### Sequential cells grouped by signal name, run 1

Other sequential cells in the stronger grey, the rest of the logic in the fainter grey.
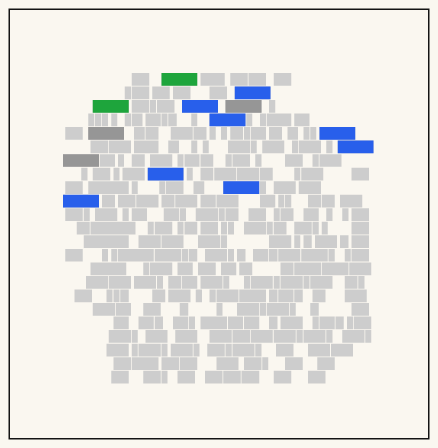
### Wiring by layer, run 1

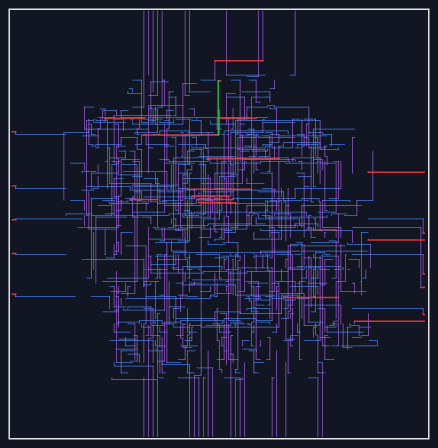
### Pin map, run 1

Pins as bars across the die edge, other pins in grey.
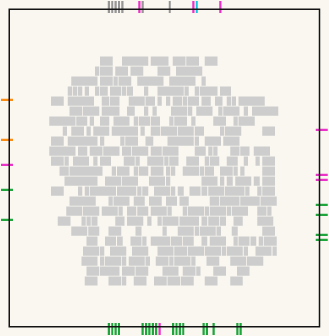
File: src/rtl/or_reduce_acc_if.sv
// Beat-in / result-out bundle for or_reduce_acc.
// OUT_BEATS exists only when OR_REDUCE_ACC_BEATCNT_EN is defined.
interface or_reduce_acc_if #(
   parameter int N_IN  = 3,
   parameter int WIDTH = 8
);
   logic                  IN_VALID;
   logic                  IN_READY;
   logic [N_IN*WIDTH-1:0] IN_DATA;
   logic                  IN_LAST;
   logic [1:0]            MODE;
   logic                  OUT_VALID;
   logic                  OUT_READY;
   logic [WIDTH-1:0]      OUT_DATA;
   logic                  OUT_ANY;
`ifdef OR_REDUCE_ACC_BEATCNT_EN
   logic [7:0]            OUT_BEATS;
`endif

   modport master (
      output IN_VALID, IN_DATA, IN_LAST, MODE, OUT_READY,
      input  IN_READY, OUT_VALID, OUT_DATA, OUT_ANY
`ifdef OR_REDUCE_ACC_BEATCNT_EN
      , input OUT_BEATS
`endif
   );

   modport slave (
      input  IN_VALID, IN_DATA, IN_LAST, MODE, OUT_READY,
      output IN_READY, OUT_VALID, OUT_DATA, OUT_ANY
`ifdef OR_REDUCE_ACC_BEATCNT_EN
      , output OUT_BEATS
`endif
   );
endinterface

File: src/rtl/or_reduce_acc.sv
// Lane-wise OR/AND/XOR reduction accumulated over an IN_LAST-delimited frame.
// Optional beat counter on OUT_BEATS: define OR_REDUCE_ACC_BEATCNT_EN.
module or_reduce_acc #(
   parameter int N_IN  = 3,
   parameter int WIDTH = 8
) (
   input logic         CLK,
   input logic         RST_N,
   or_reduce_acc_if.slave bus
);
   typedef enum logic [1:0] {IDLE, ACCUM, HOLD} state_t;

   state_t           state, state_nxt;
   logic [WIDTH-1:0] acc, acc_nxt;
   logic [1:0]       mode_q, mode_nxt;
   logic [1:0]       eff_mode;
   logic [WIDTH-1:0] red;
   logic             any_q;
   logic             accept;

   function automatic logic [WIDTH-1:0] op(input logic [WIDTH-1:0] a,
                                           input logic [WIDTH-1:0] b,
                                           input logic [1:0]       m);
      case (m)
         2'b01:   op = a & b;
         2'b10:   op = a ^ b;
         default: op = a | b;
      endcase
   endfunction

   assign accept = bus.IN_VALID && (state != HOLD);

   // The first beat of a frame uses the live MODE; later beats use the latched one.
   always_comb begin
      eff_mode = (state == IDLE) ? bus.MODE : mode_q;
      red      = bus.IN_DATA[WIDTH-1:0];
      for (int k = 1; k < N_IN; k++)
         red = op(red, bus.IN_DATA[k*WIDTH +: WIDTH], eff_mode);
   end

   always_comb begin
      state_nxt = state;
      acc_nxt   = acc;
      mode_nxt  = mode_q;
      case (state)
         IDLE: if (accept) begin
            mode_nxt  = bus.MODE;
            acc_nxt   = red;
            state_nxt = bus.IN_LAST ? HOLD : ACCUM;
         end
         ACCUM: if (accept) begin
            acc_nxt   = op(acc, red, mode_q);
            state_nxt = bus.IN_LAST ? HOLD : ACCUM;
         end
         HOLD: if (bus.OUT_READY) state_nxt = IDLE;
         default: state_nxt = IDLE;
      endcase
   end

   always_ff @(posedge CLK) begin
      if (!RST_N) begin
         state  <= IDLE;
         acc    <= '0;
         mode_q <= 2'b00;
         any_q  <= 1'b0;
      end else begin
         state  <= state_nxt;
         acc    <= acc_nxt;
         mode_q <= mode_nxt;
         any_q  <= |acc_nxt;
      end
   end

   assign bus.IN_READY  = (state != HOLD);
   assign bus.OUT_VALID = (state == HOLD);
   assign bus.OUT_DATA  = acc;
   assign bus.OUT_ANY   = any_q;

`ifdef OR_REDUCE_ACC_BEATCNT_EN
   logic [7:0] beats;

   always_ff @(posedge CLK) begin
      if (!RST_N)
         beats <= 8'd0;
      else if (accept)
         beats <= (state == IDLE) ? 8'd1 : ((beats == 8'hFF) ? beats : beats + 8'd1);
   end

   assign bus.OUT_BEATS = beats;
`endif
endmodule
File: src/flat_wrapper.sv
// flat-port wrapper written by rule: the top's interface ports become plain ports
module or_reduce_acc_flat 
#(
   parameter int N_IN  = 3,
   parameter int WIDTH = 8
)
  (CLK, RST_N, bus_IN_VALID, bus_IN_DATA, bus_IN_LAST, bus_MODE, bus_OUT_READY, bus_IN_READY, bus_OUT_VALID, bus_OUT_DATA, bus_OUT_ANY);
  or_reduce_acc_if #(.N_IN(N_IN), .WIDTH(WIDTH)) bus_i ();
  input logic CLK;
  input logic RST_N;
  input wire logic [$bits(bus_i.IN_VALID)-1:0] bus_IN_VALID;
  input wire logic [$bits(bus_i.IN_DATA)-1:0] bus_IN_DATA;
  input wire logic [$bits(bus_i.IN_LAST)-1:0] bus_IN_LAST;
  input wire logic [$bits(bus_i.MODE)-1:0] bus_MODE;
  input wire logic [$bits(bus_i.OUT_READY)-1:0] bus_OUT_READY;
  output wire logic [$bits(bus_i.IN_READY)-1:0] bus_IN_READY;
  output wire logic [$bits(bus_i.OUT_VALID)-1:0] bus_OUT_VALID;
  output wire logic [$bits(bus_i.OUT_DATA)-1:0] bus_OUT_DATA;
  output wire logic [$bits(bus_i.OUT_ANY)-1:0] bus_OUT_ANY;
  assign bus_i.IN_VALID = bus_IN_VALID;
  assign bus_i.IN_DATA = bus_IN_DATA;
  assign bus_i.IN_LAST = bus_IN_LAST;
  assign bus_i.MODE = bus_MODE;
  assign bus_i.OUT_READY = bus_OUT_READY;
  assign bus_IN_READY = bus_i.IN_READY;
  assign bus_OUT_VALID = bus_i.OUT_VALID;
  assign bus_OUT_DATA = bus_i.OUT_DATA;
  assign bus_OUT_ANY = bus_i.OUT_ANY;
  or_reduce_acc #(.N_IN(N_IN), .WIDTH(WIDTH)) u_core (.CLK(CLK), .RST_N(RST_N), .bus(bus_i));
endmodule
File: config.mk
export PLATFORM = sky130hd
export DESIGN_NAME = or_reduce_acc_flat
export DESIGN_NICKNAME = d
export VERILOG_FILES = /design/src/rtl/or_reduce_acc_if.sv /design/src/rtl/or_reduce_acc.sv /design/src/flat_wrapper.sv
export SDC_FILE = /design/constraint.sdc
export NUM_CORES = 1
export LEC_CHECK = 0
export CORE_AREA = 10 10 74 76
export DETAILED_ROUTE_END_ITERATION = 7
export DIE_AREA = 0 0 84 86
export MAX_ROUTING_LAYER = met4
export PLACE_DENSITY = 0.75
export SETUP_SLACK_MARGIN = 0.05
export SLEW_MARGIN = 10
export SYNTH_ARGS = -nofsm -noshare
export SYNTH_HDL_FRONTEND = slang
export SYNTH_SLANG_ARGS = --single-unit
File: constraint.sdc
create_clock -name CLK -period 4.4 [get_ports CLK]
set_input_delay 0.88 -clock CLK [delete_from_list [all_inputs] [get_ports CLK]]
set_output_delay 0.88 -clock CLK [all_outputs]
set_load 0.005 [all_outputs]
==> summary.rpt, run 1 <==
FLOW METRICS REPORT
----------------------------------------------------
[Cells and area]
  Ratio of cells with drive above 1 in the final layout ........................ between 10% and 20%
  Layout-stage area growth over the synthesis result ........................ 34.9%
  MI comb area ........................ approximately 1400 µm²

[Power and ir drop]
  Clock Power Share ........................ between 15 and 20%
  Total power density per cell area ........................ 271 nW/µm²
  Logic gate share of total power ........................ between 60 and 70%

[Logic synthesis]
  Most common flop cell mapped by yosys ........................ sky130_fd_sc_hd__dfxtp_1
  EDFF count, synth ........................ 0
  Cell count listed in synth_stat.txt ........................ between 200 and 250

[Setup path]
  Crit Path Category ........................ in -> reg
  Endpoint class of the critical path ........................ flop
  Beginning of the worst register-to-register path ........................ u_core.state[0]
  Setup crit start ........................ bus_MODE[1]

[CTS]
  Total CTS buffers ........................ 3
  Worst-skew pair later-pin latency ........................ around 0.24 ns
  Post-cts resize count ........................ 0

[Placed design]
  Final HPWL from detailed placement ........................ 3.74 mm

[Run status]
  Result of the run ........................ completed

[STA]
  Post-route clock skew ........................ roughly 0.0015 ns
  Slew of the pin with the lowest slew margin ........................ 0.496 ns

[GRT]
  Global-route wire length before repair ........................ 7.90 mm

[Min path]
  Type of the most critical hold path ........................ reg -> reg

----------------------------------------------------
-- 'Sequential cells grouped by signal name' (at the start) --
legend:
  blue:
    netlist_name: u_core.bus.OUT_DATA
    placed_flops: 8
  green:
    netlist_name: u_core.state
    placed_flops: 2
not coloured: 3
flop share of the area: 9.98%
area of all sequential standard cells: 260 µm²

-- 'Wiring by layer' (at the start) --
legend:
  red:
    layer: M3
    wire_length: 153 µm
  purple:
    layer: M2
    wire_length: 2500 µm
  blue:
    layer: M1
    wire_length: 2020 µm
  green:
    layer: M4
    wire_length: 10.9 µm
final routed wire length divided by cell count: 13.9 µm
Detailed Route WL: 4.69 mm

-- 'Pin map' (at the start) --
legend:
  cyan:
    port: CLK
    pins: 1
    direction: input
    edge: north
  orange:
    port: bus_MODE
    pins: 2
    direction: input
    edge: west
  green:
    port: bus_IN_DATA
    pins: 24
    direction: input
    edge: 18 south, 4 east, 2 west
  magenta:
    port: bus_OUT_DATA
    pins: 8
    direction: output
    edge: 3 north, 3 east, 1 west, 1 south
horizontal die size: 84 µm
count of port buffers added during placement: 41

-- run 1: worst max-delay path, cell delays in order --
cell,delay (ns)
sky130_fd_sc_hd__clkdlybuf4s50_1,0.48
sky130_fd_sc_hd__nand2_1,0.07
sky130_fd_sc_hd__o21ai_2,0.11
sky130_fd_sc_hd__ha_4,0.24
sky130_fd_sc_hd__buf_12,0.15
sky130_fd_sc_hd__a221oi_2,0.20
sky130_fd_sc_hd__a21oi_2,0.06
sky130_fd_sc_hd__inv_1,0.06
sky130_fd_sc_hd__ha_1,0.22
sky130_fd_sc_hd__a221oi_1,0.26
sky130_fd_sc_hd__a21oi_1,0.12
sky130_fd_sc_hd__inv_1,0.09
sky130_fd_sc_hd__ha_1,0.24
sky130_fd_sc_hd__a221o_1,0.31
sky130_fd_sc_hd__and4_1,0.19
sky130_fd_sc_hd__a211oi_2,0.25
sky130_fd_sc_hd__nand4_1,0.15
sky130_fd_sc_hd__o21a_1,0.20
-- run 1: layout make-up --
class,count,share of cell area [%]
multi-input combinational,151,54.5
inverter,54,7.77
timing repair buffer,65,23.6
sequential,13,9.98
tap,50,2.40
clock buffer,4,1.73
-- run 1: path summary, 6_finish.rpt --
check | to | slack, ns | cells after the start
worst min register to register | u_core.state[0] | 0.49 | 1
worst min-delay path | u_core.state[0] | 0.49 | 1
worst max register to register | u_core.bus.OUT_ANY | 0.41 | 17
worst max-delay path | u_core.bus.OUT_ANY | 0.27 | 18
-- run 1: power by group through the flow --
stage               logic, mW  registers [mW]  clock network [mW]
floorplan               0.254           0.145                   0
finish                  0.453           0.146               0.108
CTS                     0.428           0.146               0.111
global placement        0.409           0.148                   0
detailed placement      0.425           0.148                   0
global route            0.511           0.148               0.117
-- run 1: layout by cell type (no fill, tap or decap), types with 2 or more instances in the layout --
cell type / instances
sky130_fd_sc_hd__mux2i_1: 2
sky130_fd_sc_hd__ha_4: 2
sky130_fd_sc_hd__and4_1: 8
sky130_fd_sc_hd__nor2b_1: 2
sky130_fd_sc_hd__ha_1: 50
sky130_fd_sc_hd__buf_4: 22
sky130_fd_sc_hd__clkbuf_8: 3
sky130_fd_sc_hd__nand2_1: 9
sky130_fd_sc_hd__dfxtp_1: 13
sky130_fd_sc_hd__a211oi_2: 8
sky130_fd_sc_hd__a21oi_1: 14
sky130_fd_sc_hd__buf_12: 2
sky130_fd_sc_hd__a21oi_2: 3
sky130_fd_sc_hd__nand4_1: 2
sky130_fd_sc_hd__clkdlybuf4s50_1: 41
sky130_fd_sc_hd__nor2_1: 22
sky130_fd_sc_hd__a221oi_2: 7
sky130_fd_sc_hd__inv_1: 54
sky130_fd_sc_hd__a221o_1: 8
sky130_fd_sc_hd__a221oi_1: 9
-- run 1: per-stage QoR --
step           cells  hold WS [ns]  util, %  instance area (µm²)
6_report         337         0.492     65.7                 2610
2_1_floorplan    233         0.446        -                 1930
3_5_place_dp     332         0.480     62.4                 2480
4_1_cts          336         0.488     63.5                 2520
3_3_place_gp     332         0.475     62.4                 2480
5_1_grt          337         0.506     65.7                 2610
-- run 1: metal layers --
metal	vias up	part of all wire, %	track usage, %
met5	-	0	-
met4	0	0.21	1.83
met3	3	3.2	2.18
met2	37	53	23.6
met1	850	43	14.1
li1	907	-	-
==> run 2: changes to the inputs <==
--- a/config.mk
+++ b/config.mk
@@ -8,6 +8,8 @@
 export CORE_AREA = 10 10 74 76
 export DETAILED_ROUTE_END_ITERATION = 7
 export DIE_AREA = 0 0 84 86
+export GPL_TIMING_DRIVEN = 0
+export HOLD_SLACK_MARGIN = 0.05
 export MAX_ROUTING_LAYER = met4
 export PLACE_DENSITY = 0.75
 export SETUP_SLACK_MARGIN = 0.05
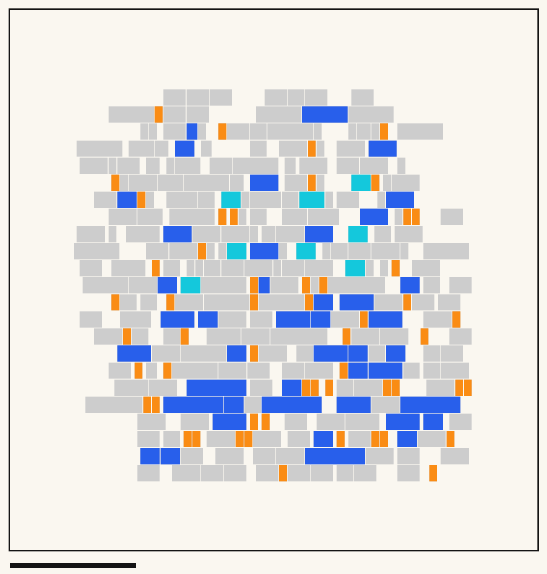
*Gate families picked out, run 2*
Scale bar: 20 µm.
legend:
  cyan:
    family: and/or cells
    cells: 8
    most_used: and4_1
    where: centre
  blue:
    family: aoi and oai cells
    cells: 43
    most_used: a21oi_2
  orange:
    family: inv cells
    cells: 54
    most_used: inv_1
most frequent standard cell in the layout excluding fill and tap cells: sky130_fd_sc_hd__inv_1
final std cells w/o fill: 351

==> run 2 against run 1 <==
Effect of this change:
- clock skew increased by 0.0057 ns
- synthesized cell count unchanged
- combinational power increased by 23%
- die area unchanged
- sequential power about the same
- final area increased by 13%
- highest routed layer unchanged
==> summary.rpt, run 2 <==
FLOW METRICS REPORT
----------------------------------------------------
[Run status]
  Result of the run ........................ completed (unchanged)

[Floorplan]
  I/O pin count ........................ 42 (unchanged)
  Horizontal die size ........................ 84 µm (unchanged)

[Cells and area]
  Total inserted antenna cells ........................ 0 (unchanged)
  Commonest cells after routing, fill and taps aside ........................ 52 x sky130_fd_sc_hd__inv_1, 47 x sky130_fd_sc_hd__ha_1, 39 x sky130_fd_sc_hd__clkdlybuf4s50_1 (was 54 x sky130_fd_sc_hd__inv_1, 50 x sky130_fd_sc_hd__ha_1, 41 x sky130_fd_sc_hd__clkdlybuf4s50_1)
  Core occupancy in the finished layout ........................ 74.2% (was 65.7%)
  Area of all sequential standard cells ........................ 260 µm² (unchanged)
  Layout-stage area growth over the synthesis result ........................ 52.4% (was 34.9%)
  MI comb area ........................ 1600 µm² (was 1420 µm²)
  Final instance area ........................ 2950 µm² (was 2610 µm²)
  Number of flip-flops in the largest register ........................ 8 (unchanged)
  Ratio of cells with drive above 1 in the final layout ........................ 29.6% (was 17.1%)

[STA]
  Post-route clock skew ........................ 0.00715 ns (was 0.00149 ns)
  Slew of the pin with the lowest slew margin ........................ 0.508 ns (was 0.496 ns)
  Minimum clock period after layout ........................ 4.12 ns (was 4.13 ns)
  Hold_ws ........................ 0.535 ns (was 0.492 ns)

[Setup path]
  Reg-to-reg setup timing slack ........................ 0.28 ns (was 0.41 ns)
  Crit Path Category ........................ in -> reg (unchanged)
  Critical path data required time ........................ 4.55 ns (was 4.54 ns)
  Endpoint class of the critical path ........................ flop (unchanged)

[Logic synthesis]
  Most common flop cell mapped by yosys ........................ sky130_fd_sc_hd__dfxtp_1 (unchanged)
  Cell count listed in synth_stat.txt ........................ 233 (unchanged)
  EDFF count, synth ........................ 0 (unchanged)

[Placed design]
  Placed instance count ........................ 324 (was 332)
  Final HPWL from detailed placement ........................ 3.70 mm (was 3.74 mm)
  Count of port buffers added during placement ........................ 41 (unchanged)
  DP Area ........................ 2410 µm² (was 2480 µm²)
  Pre-CTS worst setup slack ........................ -0.618 ns (was -0.178 ns)

[CTS]
  Worst-skew pair later-pin latency ........................ 0.25 ns (was 0.24 ns)
  Total CTS buffers ........................ 3 (unchanged)

[Routing]
  Detailed Route WL ........................ 5.37 mm (was 4.69 mm)

[GRT]
  Number of antenna violations at the first check in global routing ........................ 0 (unchanged)
  Global-route wire length before repair ........................ 7.75 mm (was 7.90 mm)
  Met2 track demand over resource ........................ 23.3% (was 23.6%)
  Top Usage Layer GRT ........................ met2 (unchanged)
  Met1 track utilization from global routing ........................ 14.3% (was 14.1%)

[Min path]
  Type of the most critical hold path ........................ reg -> reg (unchanged)

[Power and ir drop]
  Total power density per cell area ........................ 276 nW/µm² (was 271 nW/µm²)

----------------------------------------------------
run 2: cell count changes in the layout (fill, tap and decap cells not counted), moves of 3 or more:
cell                       delta
sky130_fd_sc_hd__a21oi_2     +12
sky130_fd_sc_hd__a221oi_2     +3
sky130_fd_sc_hd__a221oi_4     +5
sky130_fd_sc_hd__ha_1         -3
sky130_fd_sc_hd__a221oi_1     -8
sky130_fd_sc_hd__buf_6        +4
sky130_fd_sc_hd__buf_8        +3
sky130_fd_sc_hd__a21oi_1     -12
run 2: power groups by stage:
stage	clock, mW	sequential [mW]	combinational (mW)
3_3_place_gp	0	0.144	0.361
2_1_floorplan	0	0.145	0.254
3_5_place_dp	0	0.145	0.374
6_report	0.114	0.143	0.556
4_1_cts	0.114	0.142	0.400
5_1_grt	0.121	0.145	0.608
run 2: repair_timing:
| item | in CTS | in global routing |
|---|---|---|
| buffers inserted | 2 | 21 |
| pin swaps | 5 | 25 |
| hold buffers | 0 | 0 |
| gates resized | 13 | 55 |
| endpoints found under the setup margin | 6 | 6 |
run 2: layout make-up:
type | count | area share, %
clock buffer | 4 | 1.53
inverter | 54 | 6.88
timing repair buffer | 64 | 20.2
multi-input combinational | 151 | 54.3
buffer | 15 | 6.16
tap | 50 | 2.12
sequential | 13 | 8.83
run 2: worst max-delay path, stage by stage:
cell and delay (ns):
sky130_fd_sc_hd__dlymetal6s2s_1 0.15, sky130_fd_sc_hd__mux2i_2 0.24, sky130_fd_sc_hd__inv_1 0.08, sky130_fd_sc_hd__ha_2 0.20, sky130_fd_sc_hd__buf_8 0.13, sky130_fd_sc_hd__buf_12 0.13, sky130_fd_sc_hd__buf_8 0.13, sky130_fd_sc_hd__a221oi_4 0.22
sky130_fd_sc_hd__a21oi_2 0.06, sky130_fd_sc_hd__inv_1 0.06, sky130_fd_sc_hd__ha_1 0.23, sky130_fd_sc_hd__a221oi_2 0.31, sky130_fd_sc_hd__a21oi_2 0.06, sky130_fd_sc_hd__inv_1 0.06, sky130_fd_sc_hd__ha_1 0.22, sky130_fd_sc_hd__a221o_1 0.34
sky130_fd_sc_hd__and4_1 0.20, sky130_fd_sc_hd__a211oi_2 0.20, sky130_fd_sc_hd__nand4_1 0.15, sky130_fd_sc_hd__o21a_1 0.20
run 2: path summary, 6_finish.rpt:
kind / from / endpoint / depth (start not counted)
worst min register to register: u_core.mode_q[1] / u_core.mode_q[1] / 2
worst max register to register: u_core.state[0] / u_core.bus.OUT_ANY / 21
worst min-delay path: u_core.mode_q[1] / u_core.mode_q[1] / 2
worst max-delay path: bus_MODE[0] / u_core.bus.OUT_ANY / 20
run 2: logic make-up (layout without fill, tap and decap cells):
group	Yosys count	after routing	share of synthesized area (%)
buffers and inverters	69	137	17.0
adder cells (fa/ha/maj)	52	52	33.7
AND-OR/OR-AND	52	52	23.0
AND/OR/NAND/NOR	44	44	11.3
flip-flops	13	13	13.5
multiplexers	3	3	1.55
run 2: layer usage:
metal	wire, µm	vias to the layer above
met2	2860	31
met3	151	4
met1	2320	909
met5	0	-
met4	39	0
li1	-	938
==> run 3: changes to the inputs <==
--- a/config.mk
+++ b/config.mk
@@ -5,7 +5,9 @@
 export SDC_FILE = /design/constraint.sdc
 export NUM_CORES = 1
 export LEC_CHECK = 0
+export CAP_MARGIN = 0
 export CORE_AREA = 10 10 74 76
+export CTS_BUF_LIST = sky130_fd_sc_hd__clkbuf_8 sky130_fd_sc_hd__clkbuf_16
 export DETAILED_ROUTE_END_ITERATION = 7
 export DIE_AREA = 0 0 84 86
 export GPL_TIMING_DRIVEN = 0
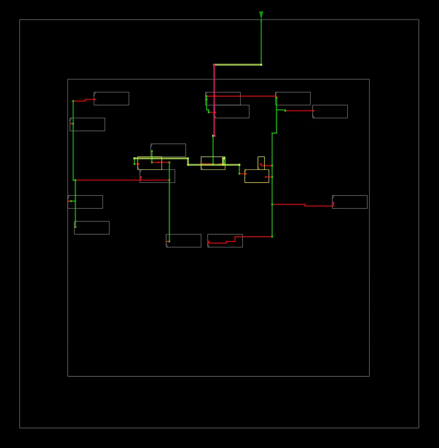
*Clock wiring as the flow saved it, run 3*
Clk power: 111 µW
total CTS buffers: 3
sequential cell count: 13
clk_buf instances: 3
post-route clock skew: 0.00616 ns

==> run 3 against run 2 <==
Effect of this change:
- critical path depth stayed put
- utilization stayed put
- critical endpoint unchanged
- area after synthesis stayed put
- setup slack worse by 0.0063 ns
- first-iteration DRC count is 0.76% higher
- flip-flop count stayed put
==> summary.rpt, run 3 <==
FLOW METRICS REPORT
----------------------------------------------------
[Run status]
  Result of the run ........................ completed (unchanged)

[Logic synthesis]
  Logic family by area ........................ adder cells (unchanged)
  Cell count listed in synth_stat.txt ........................ 233 (unchanged)
  Simple-gate area share of the yosys netlist ........................ 11.3% (unchanged)
  Complex Gates by Area ........................ 23.0% (unchanged)
  XORs/XNORs by Area ........................ 0% (unchanged)
  Adder-cell share of the synthesized area ........................ 33.7% (unchanged)
  EDFF count, synth ........................ 0 (unchanged)

[Cells and area]
  Total inserted antenna cells ........................ 0 (unchanged)
  Ratio of cells with drive above 1 in the final layout ........................ 29.6% (unchanged)
  Commonest cells after routing, fill and taps aside ........................ 53 x sky130_fd_sc_hd__inv_1, 47 x sky130_fd_sc_hd__ha_1, 39 x sky130_fd_sc_hd__clkdlybuf4s50_1 (was 52 x sky130_fd_sc_hd__inv_1, 47 x sky130_fd_sc_hd__ha_1, 39 x sky130_fd_sc_hd__clkdlybuf4s50_1)
  Number of flip-flops in the largest register ........................ 8 (unchanged)
  Core occupancy in the finished layout ........................ 74.2% (unchanged)

[Setup path]
  Beginning of the worst register-to-register path ........................ u_core.state[0] (unchanged)
  Reg-to-reg setup timing slack ........................ 0.28 ns (about the same)
  Number of cells on the worst reg-to-reg path ........................ 21 (unchanged)
  Reg-to-reg critical path endpoint ........................ u_core.bus.OUT_ANY (unchanged)
  Critical path data required time ........................ 4.55 ns (about the same)
  Setup crit start ........................ bus_MODE[0] (unchanged)
  Endpoint class of the critical path ........................ flop (unchanged)

[CTS]
  CTS Hold Bufs ........................ 0 (unchanged)
  Worst-skew pair later-pin latency ........................ 0.25 ns (about the same)

[Floorplan]
  Horizontal die size ........................ 84 µm (unchanged)
  I/O pin count ........................ 42 (unchanged)

[Power and ir drop]
  Total power density per cell area ........................ 275 nW/µm² (was 276 nW/µm²)

[Min path]
  Type of the most critical hold path ........................ reg -> reg (unchanged)
  Hold_sp ........................ u_core.mode_q[1] (unchanged)

[GRT]
  Global-route wire length before repair ........................ 7.75 mm (unchanged)

[Routing]
  Final routed wire length divided by cell count ........................ 15.3 µm (about the same)

[STA]
  Minimum clock period after layout ........................ 4.13 ns (was 4.12 ns)
  Hold_ws ........................ 0.529 ns (was 0.535 ns)

[Placed design]
  Final HPWL from detailed placement ........................ 3.70 mm (unchanged)

----------------------------------------------------
## run 3: netlist changes by cell type in the layout (fill, tap and decap cells not counted), sizes merged
cell / before / now
clkbuf: 6 / 5
inv: 54 / 55
## run 3: power breakdown
part / internal [mW] / total (mW) / switching, mW
Combinational: 0.287 / 0.556 / 0.269
Sequential: 0.132 / 0.143 / 0.0108
Clock: 0.0618 / 0.111 / 0.0488
Total: 0.481 / 0.810 / 0.328
## run 3: routing by layer
layer | vias up | routed length [µm] | track usage, %
met5 | - | 0 | -
met4 | 0 | 30 | 2.44
met3 | 4 | 155 | 1.80
met2 | 33 | 2860 | 23.3
met1 | 908 | 2320 | 14.3
li1 | 938 | - | -
## run 3: worst min path at each step
stage	cells past startpoint	slack, ns	endpoint
2_1_floorplan	1	0.45	u_core.state[0]
3_3_place_gp	1	0.47	u_core.state[0]
3_5_place_dp	1	0.49	u_core.state[0]
4_1_cts	1	0.49	u_core.state[0]
5_1_grt	2	0.58	u_core.mode_q[1]
6_report	2	0.53	u_core.mode_q[1]
## run 3: layout make-up
type | instances | area [µm²] | area share (%)
Buffer | 15 | 181 | 6.16
Clock buffer | 3 | 41.3 | 1.40
Clock inverter | 1 | 3.75 | 0.127
Inverter | 54 | 203 | 6.88
Multi-Input combinational cell | 151 | 1600 | 54.3
Sequential cell | 13 | 260 | 8.83
Tap cell | 50 | 62.6 | 2.12
Timing Repair Buffer | 64 | 596 | 20.2
## run 3: cell families (layout without fill, tap and decap cells)
logic type,after synthesis,count (layout)
AND/OR/NAND/NOR,44,44
adder cells (fa/ha/maj),52,52
flip-flops,13,13
multiplexers,3,3
buffers and inverters,69,137
AND-OR/OR-AND,52,52
## run 3: critical path, cell delays in order
cell                             delay, ns
sky130_fd_sc_hd__dlymetal6s2s_1       0.15
sky130_fd_sc_hd__mux2i_2              0.24
sky130_fd_sc_hd__inv_1                0.08
sky130_fd_sc_hd__ha_2                 0.20
sky130_fd_sc_hd__buf_8                0.13
sky130_fd_sc_hd__buf_12               0.13
sky130_fd_sc_hd__buf_8                0.13
sky130_fd_sc_hd__a221oi_4             0.22
sky130_fd_sc_hd__a21oi_2              0.06
sky130_fd_sc_hd__inv_1                0.06
sky130_fd_sc_hd__ha_1                 0.23
sky130_fd_sc_hd__a221oi_2             0.31
sky130_fd_sc_hd__a21oi_2              0.06
sky130_fd_sc_hd__inv_1                0.06
sky130_fd_sc_hd__ha_1                 0.22
sky130_fd_sc_hd__a221o_1              0.34
sky130_fd_sc_hd__and4_1               0.20
sky130_fd_sc_hd__a211oi_2             0.20
sky130_fd_sc_hd__nand4_1              0.15
sky130_fd_sc_hd__o21a_1               0.20
## run 3: through the flow
step	cells	instance area, µm²	setup slack, ns
6_report	351	2950	0.271
3_5_place_dp	324	2410	-0.618
5_1_grt	351	2950	0.0661
3_3_place_gp	324	2410	-0.574
4_1_cts	330	2510	0.0576
2_1_floorplan	233	1930	0.363
## run 3: what timing repair did
action | 4_1_cts | 5_1_grt
pin swaps | 5 | 25
endpoints found under the hold margin | 0 | 0
resized | 13 | 55
endpoints found under the setup margin | 6 | 6
buffers inserted | 2 | 21
Power is estimated from default activity; no workload was simulated.
